File: src/rtl/enc8b10b_pkg.sv
// Shared constants and code tables for the 8b/10b encoder.
//
// Holds the 5b/6b data table (stored as RD- codes; the RD+ code is the bitwise
// inverse for entries flagged in FLIP_6B), the 3b/4b data and K tables (also
// stored as RD- codes), the K28 and alternate-7 constants, the legal-K check,
// and the byte/code lane widths.
package enc8b10b_pkg;

    localparam int unsigned BYTE_W = 8;
    localparam int unsigned CODE_W = 10;

    localparam logic [4:0] K28_X      = 5'd28;
    localparam logic [2:0] K28_5_Y    = 3'd5;
    localparam logic [5:0] K28_6B_NEG = 6'b001111;
    localparam logic [3:0] A7_4B_NEG  = 4'b0111;

    // A set bit marks a 6b entry that is inverted at RD+ and toggles the
    // sub-block RD: every unbalanced code, plus D.7 (111000/000111).
    localparam logic [31:0] FLIP_6B = 32'hE981_8197;
    // Same for the 4b sub-block: y = 0, 3, 4, 7.
    localparam logic [7:0]  FLIP_4B = 8'h99;

    // 5b/6b data table, abcdei with a in bit 5, RD- column.
    function automatic logic [5:0] d6_neg(input logic [4:0] x);
        logic [5:0] c;
        c = 6'b000000;
        unique case (x)
            5'd0:  c = 6'b100111;
            5'd1:  c = 6'b011101;
            5'd2:  c = 6'b101101;
            5'd3:  c = 6'b110001;
            5'd4:  c = 6'b110101;
            5'd5:  c = 6'b101001;
            5'd6:  c = 6'b011001;
            5'd7:  c = 6'b111000;
            5'd8:  c = 6'b111001;
            5'd9:  c = 6'b100101;
            5'd10: c = 6'b010101;
            5'd11: c = 6'b110100;
            5'd12: c = 6'b001101;
            5'd13: c = 6'b101100;
            5'd14: c = 6'b011100;
            5'd15: c = 6'b010111;
            5'd16: c = 6'b011011;
            5'd17: c = 6'b100011;
            5'd18: c = 6'b010011;
            5'd19: c = 6'b110010;
            5'd20: c = 6'b001011;
            5'd21: c = 6'b101010;
            5'd22: c = 6'b011010;
            5'd23: c = 6'b111010;
            5'd24: c = 6'b110011;
            5'd25: c = 6'b100110;
            5'd26: c = 6'b010110;
            5'd27: c = 6'b110110;
            5'd28: c = 6'b001110;
            5'd29: c = 6'b101110;
            5'd30: c = 6'b011110;
            5'd31: c = 6'b101011;
        endcase
        return c;
    endfunction

    // 3b/4b data table, fghj with f in bit 3, RD- column (D.x.P7 for y = 7).
    function automatic logic [3:0] d4_neg(input logic [2:0] y);
        logic [3:0] c;
        c = 4'b0000;
        unique case (y)
            3'd0: c = 4'b1011;
            3'd1: c = 4'b1001;
            3'd2: c = 4'b0101;
            3'd3: c = 4'b1100;
            3'd4: c = 4'b1101;
            3'd5: c = 4'b1010;
            3'd6: c = 4'b0110;
            3'd7: c = 4'b1110;
        endcase
        return c;
    endfunction

    // 3b/4b K table, RD- column. K codes invert at RD+ even when balanced.
    function automatic logic [3:0] k4_neg(input logic [2:0] y);
        logic [3:0] c;
        c = 4'b0000;
        unique case (y)
            3'd0: c = 4'b1011;
            3'd1: c = 4'b0110;
            3'd2: c = 4'b1010;
            3'd3: c = 4'b1100;
            3'd4: c = 4'b1101;
            3'd5: c = 4'b0101;
            3'd6: c = 4'b1001;
            3'd7: c = 4'b0111;
        endcase
        return c;
    endfunction

    // Data bytes whose P7 code would create a run of five at this sub-block RD.
    function automatic logic a7_needed(input logic [4:0] x, input logic rd);
        logic neg_set;
        logic pos_set;
        neg_set = (x == 5'd17) || (x == 5'd18) || (x == 5'd20);
        pos_set = (x == 5'd11) || (x == 5'd13) || (x == 5'd14);
        return rd ? pos_set : neg_set;
    endfunction

    // K28.0-K28.7, K23.7, K27.7, K29.7, K30.7.
    function automatic logic is_legal_k(input logic [7:0] b);
        logic k28;
        logic kx7;
        k28 = (b[4:0] == K28_X);
        kx7 = (b[7:5] == 3'd7) &&
              ((b[4:0] == 5'd23) || (b[4:0] == 5'd27) ||
               (b[4:0] == 5'd29) || (b[4:0] == 5'd30));
        return k28 || kx7;
    endfunction

endpackage

File: src/rtl/enc8b10b_lane.sv
// Single-lane combinational 8b/10b encoder.
//
// Ports:
//   data_byte  in  8   HGF = [7:5], EDCBA = [4:0]
//   k          in  1   byte is a control character
//   rd_in      in  1   running disparity before this byte (1 = RD+)
//   code       out 10  abcdei = [9:4], fghj = [3:0]
//   rd_out     out 1   running disparity after this byte
//   k_illegal  out 1   k set on a byte outside the legal K set
//
// Build option ENC_KCHECK_EN: when defined, an illegal K byte is replaced by
// K28.5 and flagged on k_illegal; otherwise it is encoded through the data
// table with the alternate 7 forced and k_illegal stays 0.
module enc8b10b_lane
    import enc8b10b_pkg::*;
(
    input  logic [BYTE_W-1:0] data_byte,
    input  logic              k,
    input  logic              rd_in,
    output logic [CODE_W-1:0] code,
    output logic              rd_out,
    output logic              k_illegal
);

    logic       legal_k;
    logic       bad_k;
    logic [4:0] x;
    logic [2:0] y;
    logic       use_k;
    logic       force_a7;

    logic [5:0] code6;
    logic [3:0] code4;
    logic       rd6;
    logic       alt7;

    assign legal_k = is_legal_k(data_byte);
    assign bad_k   = k && !legal_k;

`ifdef ENC_KCHECK_EN
    assign x         = bad_k ? K28_X : data_byte[4:0];
    assign y         = bad_k ? K28_5_Y : data_byte[7:5];
    assign use_k     = k;
    assign force_a7  = 1'b0;
    assign k_illegal = bad_k;
`else
    assign x         = data_byte[4:0];
    assign y         = data_byte[7:5];
    assign use_k     = k && legal_k;
    assign force_a7  = bad_k;
    assign k_illegal = 1'b0;
`endif

    always_comb begin
        code6  = d6_neg(x);
        rd6    = rd_in;
        code4  = d4_neg(y);
        rd_out = rd_in;
        alt7   = 1'b0;

        // 5b/6b sub-block
        if (use_k && (x == K28_X)) begin
            code6 = rd_in ? ~K28_6B_NEG : K28_6B_NEG;
            rd6   = ~rd_in;
        end else if (FLIP_6B[x]) begin
            code6 = rd_in ? ~d6_neg(x) : d6_neg(x);
            rd6   = ~rd_in;
        end

        // 3b/4b sub-block, selected by the RD left by the 6b code
        alt7   = (y == 3'd7) && (force_a7 || a7_needed(x, rd6));
        rd_out = rd6;
        if (use_k) begin
            code4 = rd6 ? ~k4_neg(y) : k4_neg(y);
            if (FLIP_4B[y]) begin
                rd_out = ~rd6;
            end
        end else if (alt7) begin
            code4  = rd6 ? ~A7_4B_NEG : A7_4B_NEG;
            rd_out = ~rd6;
        end else if (FLIP_4B[y]) begin
            code4  = rd6 ? ~d4_neg(y) : d4_neg(y);
            rd_out = ~rd6;
        end
    end

    assign code = {code6, code4};

endmodule

File: src/rtl/enc8b10b_multilane.sv
// Multi-lane 8b/10b encoder with valid/ready handshake and one output register.
// Running disparity chains lane 0 -> lane NUM_LANES-1 within a word and is
// carried to the next accepted word.
//
// Parameters:
//   NUM_LANES  bytes encoded per cycle (1..8); lane 0 goes first on the wire
//   INIT_RD    running disparity loaded at reset (0 = RD-, 1 = RD+)
//
// Ports:
//   clk, reset         clock; synchronous active-high reset
//   in_valid/in_ready  input handshake; in_ready = !out_valid || out_ready
//   data_in            lane i at [8i+7:8i]
//   k_in               per-lane control-character flag
//   out_valid/out_ready output handshake
//   code_out           lane i at [10i+9:10i], bit 9 of each lane sent first
//   running_disparity  RD after the last lane of the latest accepted word
//   k_err              per-lane illegal-K flag, registered with the word
//
// Build option ENC_KCHECK_EN enables illegal-K substitution and k_err;
// without it k_err is always 0.
module enc8b10b_multilane
    import enc8b10b_pkg::*;
#(
    parameter int unsigned NUM_LANES = 1,
    parameter bit          INIT_RD   = 1'b0
) (
    input  logic                        clk,
    input  logic                        reset,
    input  logic                        in_valid,
    output logic                        in_ready,
    input  logic [BYTE_W*NUM_LANES-1:0] data_in,
    input  logic [NUM_LANES-1:0]        k_in,
    output logic                        out_valid,
    input  logic                        out_ready,
    output logic [CODE_W*NUM_LANES-1:0] code_out,
    output logic                        running_disparity,
    output logic [NUM_LANES-1:0]        k_err
);

    logic                        out_valid_q;
    logic [CODE_W*NUM_LANES-1:0] code_q;
    logic [NUM_LANES-1:0]        k_err_q;
    logic                        rd_q;

    logic [NUM_LANES:0]          rd_chain;
    logic [CODE_W*NUM_LANES-1:0] code_next;
    logic [NUM_LANES-1:0]        k_illegal_next;
    logic                        accept;

    assign in_ready = !out_valid_q || out_ready;
    assign accept   = in_valid && in_ready;

    assign rd_chain[0] = rd_q;

    for (genvar i = 0; i < NUM_LANES; i++) begin : g_lane
        enc8b10b_lane u_lane (
            .data_byte (data_in[BYTE_W*i +: BYTE_W]),
            .k         (k_in[i]),
            .rd_in     (rd_chain[i]),
            .code      (code_next[CODE_W*i +: CODE_W]),
            .rd_out    (rd_chain[i+1]),
            .k_illegal (k_illegal_next[i])
        );
    end

    always_ff @(posedge clk) begin
        if (reset) begin
            out_valid_q <= 1'b0;
            code_q      <= '0;
            k_err_q     <= '0;
            rd_q        <= INIT_RD;
        end else if (accept) begin
            out_valid_q <= 1'b1;
            code_q      <= code_next;
            k_err_q     <= k_illegal_next;
            rd_q        <= rd_chain[NUM_LANES];
        end else if (out_ready) begin
            // Word consumed with nothing behind it; code_out keeps its value.
            out_valid_q <= 1'b0;
        end
    end

    assign out_valid         = out_valid_q;
    assign code_out          = code_q;
    assign k_err             = k_err_q;
    assign running_disparity = rd_q;

endmodule

File: config.mk
export PLATFORM = sky130hd
export DESIGN_NAME = enc8b10b_multilane
export DESIGN_NICKNAME = d
export VERILOG_FILES = /design/src/rtl/enc8b10b_pkg.sv /design/src/rtl/enc8b10b_lane.sv /design/src/rtl/enc8b10b_multilane.sv
export SDC_FILE = /design/constraint.sdc
export NUM_CORES = 1
export LEC_CHECK = 0
export CELL_PAD_IN_SITES_DETAIL_PLACEMENT = 0
export CELL_PAD_IN_SITES_GLOBAL_PLACEMENT = 1
export CORE_MARGIN = 2
export CORE_UTILIZATION = 41
export DETAILED_ROUTE_END_ITERATION = 12
export PLACE_DENSITY = 0.91
export SYNTH_ARGS = -nofsm -noshare
export SYNTH_HDL_FRONTEND = slang
export SYNTH_SLANG_ARGS = --single-unit
File: constraint.sdc
create_clock -name clk -period 4.46 [get_ports clk]
set_clock_uncertainty 0.2 [all_clocks]
set_input_delay 0.892 -clock clk [delete_from_list [all_inputs] [get_ports clk]]
set_output_delay 0.892 -clock clk [all_outputs]
set_load 0.01 [all_outputs]
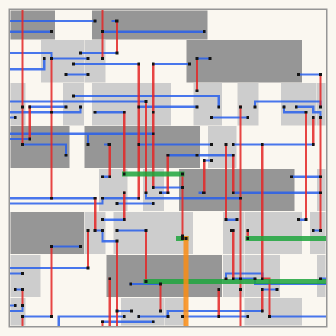
(a small window of the routed layout)
Region (39, 39) to (59, 59) um. Cells in grey, sequential cells in the stronger grey; small squares are vias.
legend:
  met2:
    colour: red
  met4:
    colour: orange
  met1:
    colour: blue
  met3:
    colour: green
most frequent: dfxtp_1 (7), nand2_1 (6)
sequential cells in the window: 7
cells with their middle in the window: 28
netlist names of flops here include: `code_out` (5)

==> flow_summary.json <==
{
  "largestPowerGroup": "combinational logic",
  "postCtsHoldBufs": 0,
  "num_io_pins": 27,
  "ys_seq_share_pct": 15.6,
  "io_buffers": 25,
  "fp_nets": 234,
  "logic_family": "AND-OR/OR-AND gates",
  "critPathLaunchType": "primary input",
  "grt_max_degree": 19,
  "cpPeakStageDelay_ps": 610,
  "final_cell_mix": "28 x nor2_1, 25 x clkdlybuf4s50_1, 20 x nand2_1",
  "cp.required_ps": 4390,
  "area_dominant_class": "logic gates",
  "synthXorXnorAreaFrac_pct": 9.16,
  "clock_area_share_pct": 2.95,
  "dieHeight_um": 65.3,
  "powerClk_uw": 117,
  "wl_per_cell_um": 12.4,
  "outcome": "finished clean",
  "powerSeq_uw": 129,
  "ys_top_cells_by_count": "28 x nor2_1, 20 x nand2_1, 14 x a21oi_1",
  "flop_cell": "dfxtp_1",
  "n_clock_buffer": 4,
  "postCtsSetupRepairBufs": 0,
  "slew_violations": 0,
  "fp-utilization_pct": 42.5,
  "path_delay_family": "AND-OR/OR-AND gates",
  "top_cell_area_share_pct": 15.6,
  "logic_area_um2": 1180,
  "dieArea_um2": 4270,
  "crit_start": "data_in[1]",
  "synth_flops": 12,
  "synth.distinct_cells": 53,
  "cts_resized": 0,
  "min_path_cells": 2,
  "drc_errors": 0,
  "dpl.hpwl_um": 2710,
  "switching_share_pct": 33.8,
  "grt_overflow": 0,
  "power_leakage_nw": 0.739,
  "final_antenna_net_count": 0,
  "regArea_um2": 240,
  "yosysTopAreaCell": "dfxtp_1",
  "syn-cell-area_um2": 1540,
  "lay_top_count": "nor2_1",
  "max_freq_mhz": 245,
  "numCtsBuffers": 3,
  "cts.path.max_buffers": 2,
  "setup_viol": 0,
  "nNonClkInverters": 13,
  "cp-end-kind": "flop",
  "top_usage_layer": "met2",
  "detail_route.vias_per_cell": 5.51,
  "hold_viol": 0,
  "fillers": 391,
  "ys_sh_mux_pct": 7.54,
  "yosys-stat-area_um2": 1540,
  "area_growth_pct": 21.0,
  "comb_cell_power_uw": 194,
  "die_w_um": 65.3,
  "warning_count": 37,
  "p_sw_uw": 148,
  "path_class": "in -> reg",
  "grt_pass1_vias": 1411,
  "timing.rr.start": "running_disparity",
  "grt_use_met2_pct": 30.7,
  "postRouteWirelength_um": 3420,
  "insertion_delay_ps": 240,
  "period_needed_ps": 4080,
  "fin_nets": 255,
  "p_comb_share_pct": 44.1,
  "grtUsageTotal_pct": 17.5,
  "crit_fanout": 10,
  "cts-root-buf": "clkbuf_8",
  "vias": 1522,
  "power_density_nw_per_um2": 235,
  "tightest_slew_ps": 662,
  "finalClockPeriodUsage_pct": 91.6,
  "postSynthCellCount": 208,
  "ir_drop_v": 0.0000843,
  "synth.avg_cell_area_um2": 7.42,
  "met1_usage_pct": 22.5,
  "hold_path_end": "code_out[4]",
  "arrival_ps": 4010,
  "worstHoldPathType": "reg -> reg",
  "tns_ps": 0,
  "ys_sh_adder_pct": 10.5,
  "drive_gt1_share_pct": 8.33,
  "rsz0062_at_grt": "false",
  "drt_iter0_drc": 58,
  "r2r_slack_ps": 2280,
  "ys_top_cells_by_area": "dfxtp_1 16%, ha_1 11%, nor2_1 6.8%",
  "antenna_found_initial": 0,
  "maxSlewHeadroom_pct": 55.6
}
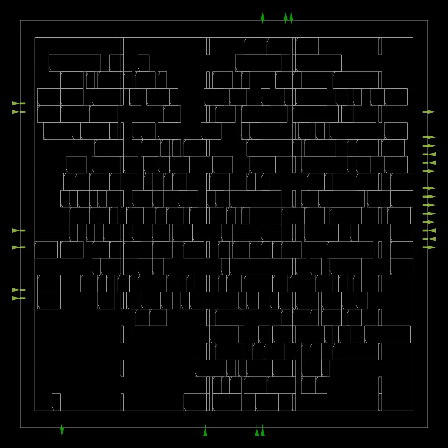
(cell outlines without signal wires)
Flop Count: 12
n_taps: 48
core footprint: 3630 um^2
Final Util: 51.4%
Row Count: 22

## worst min-delay path, stage by stage (launching register included)
cell and delay (ps):
dfxtp_1 310, nand2_1 50, a21oi_1 50
## layer usage
| layer | routed length, um | vias to the layer above |
|---|---|---|
| met3 | 131 | 4 |
| met1 | 1690 | 692 |
| met5 | 0 | - |
| met2 | 1580 | 44 |
| met4 | 28 | 0 |
| li1 | - | 782 |
## stage by stage
stage	utilization (%)	hold slack, ps	power [mW]	instances	setup WS (ps)
finish	51.4	251	0.439	276	377
floorplan	-	276	0.267	208	1280
detailed placement	49.9	247	0.325	272	200
global route	51.4	274	0.474	276	143
CTS	51.4	254	0.443	276	451
global placement	49.9	243	0.325	272	317
## registers in the layout, indices dropped and copies added, names as in the netlist
name and count:
running_disparity 1, out_valid 1, code_out 10
Power is estimated from default activity; no workload was simulated.
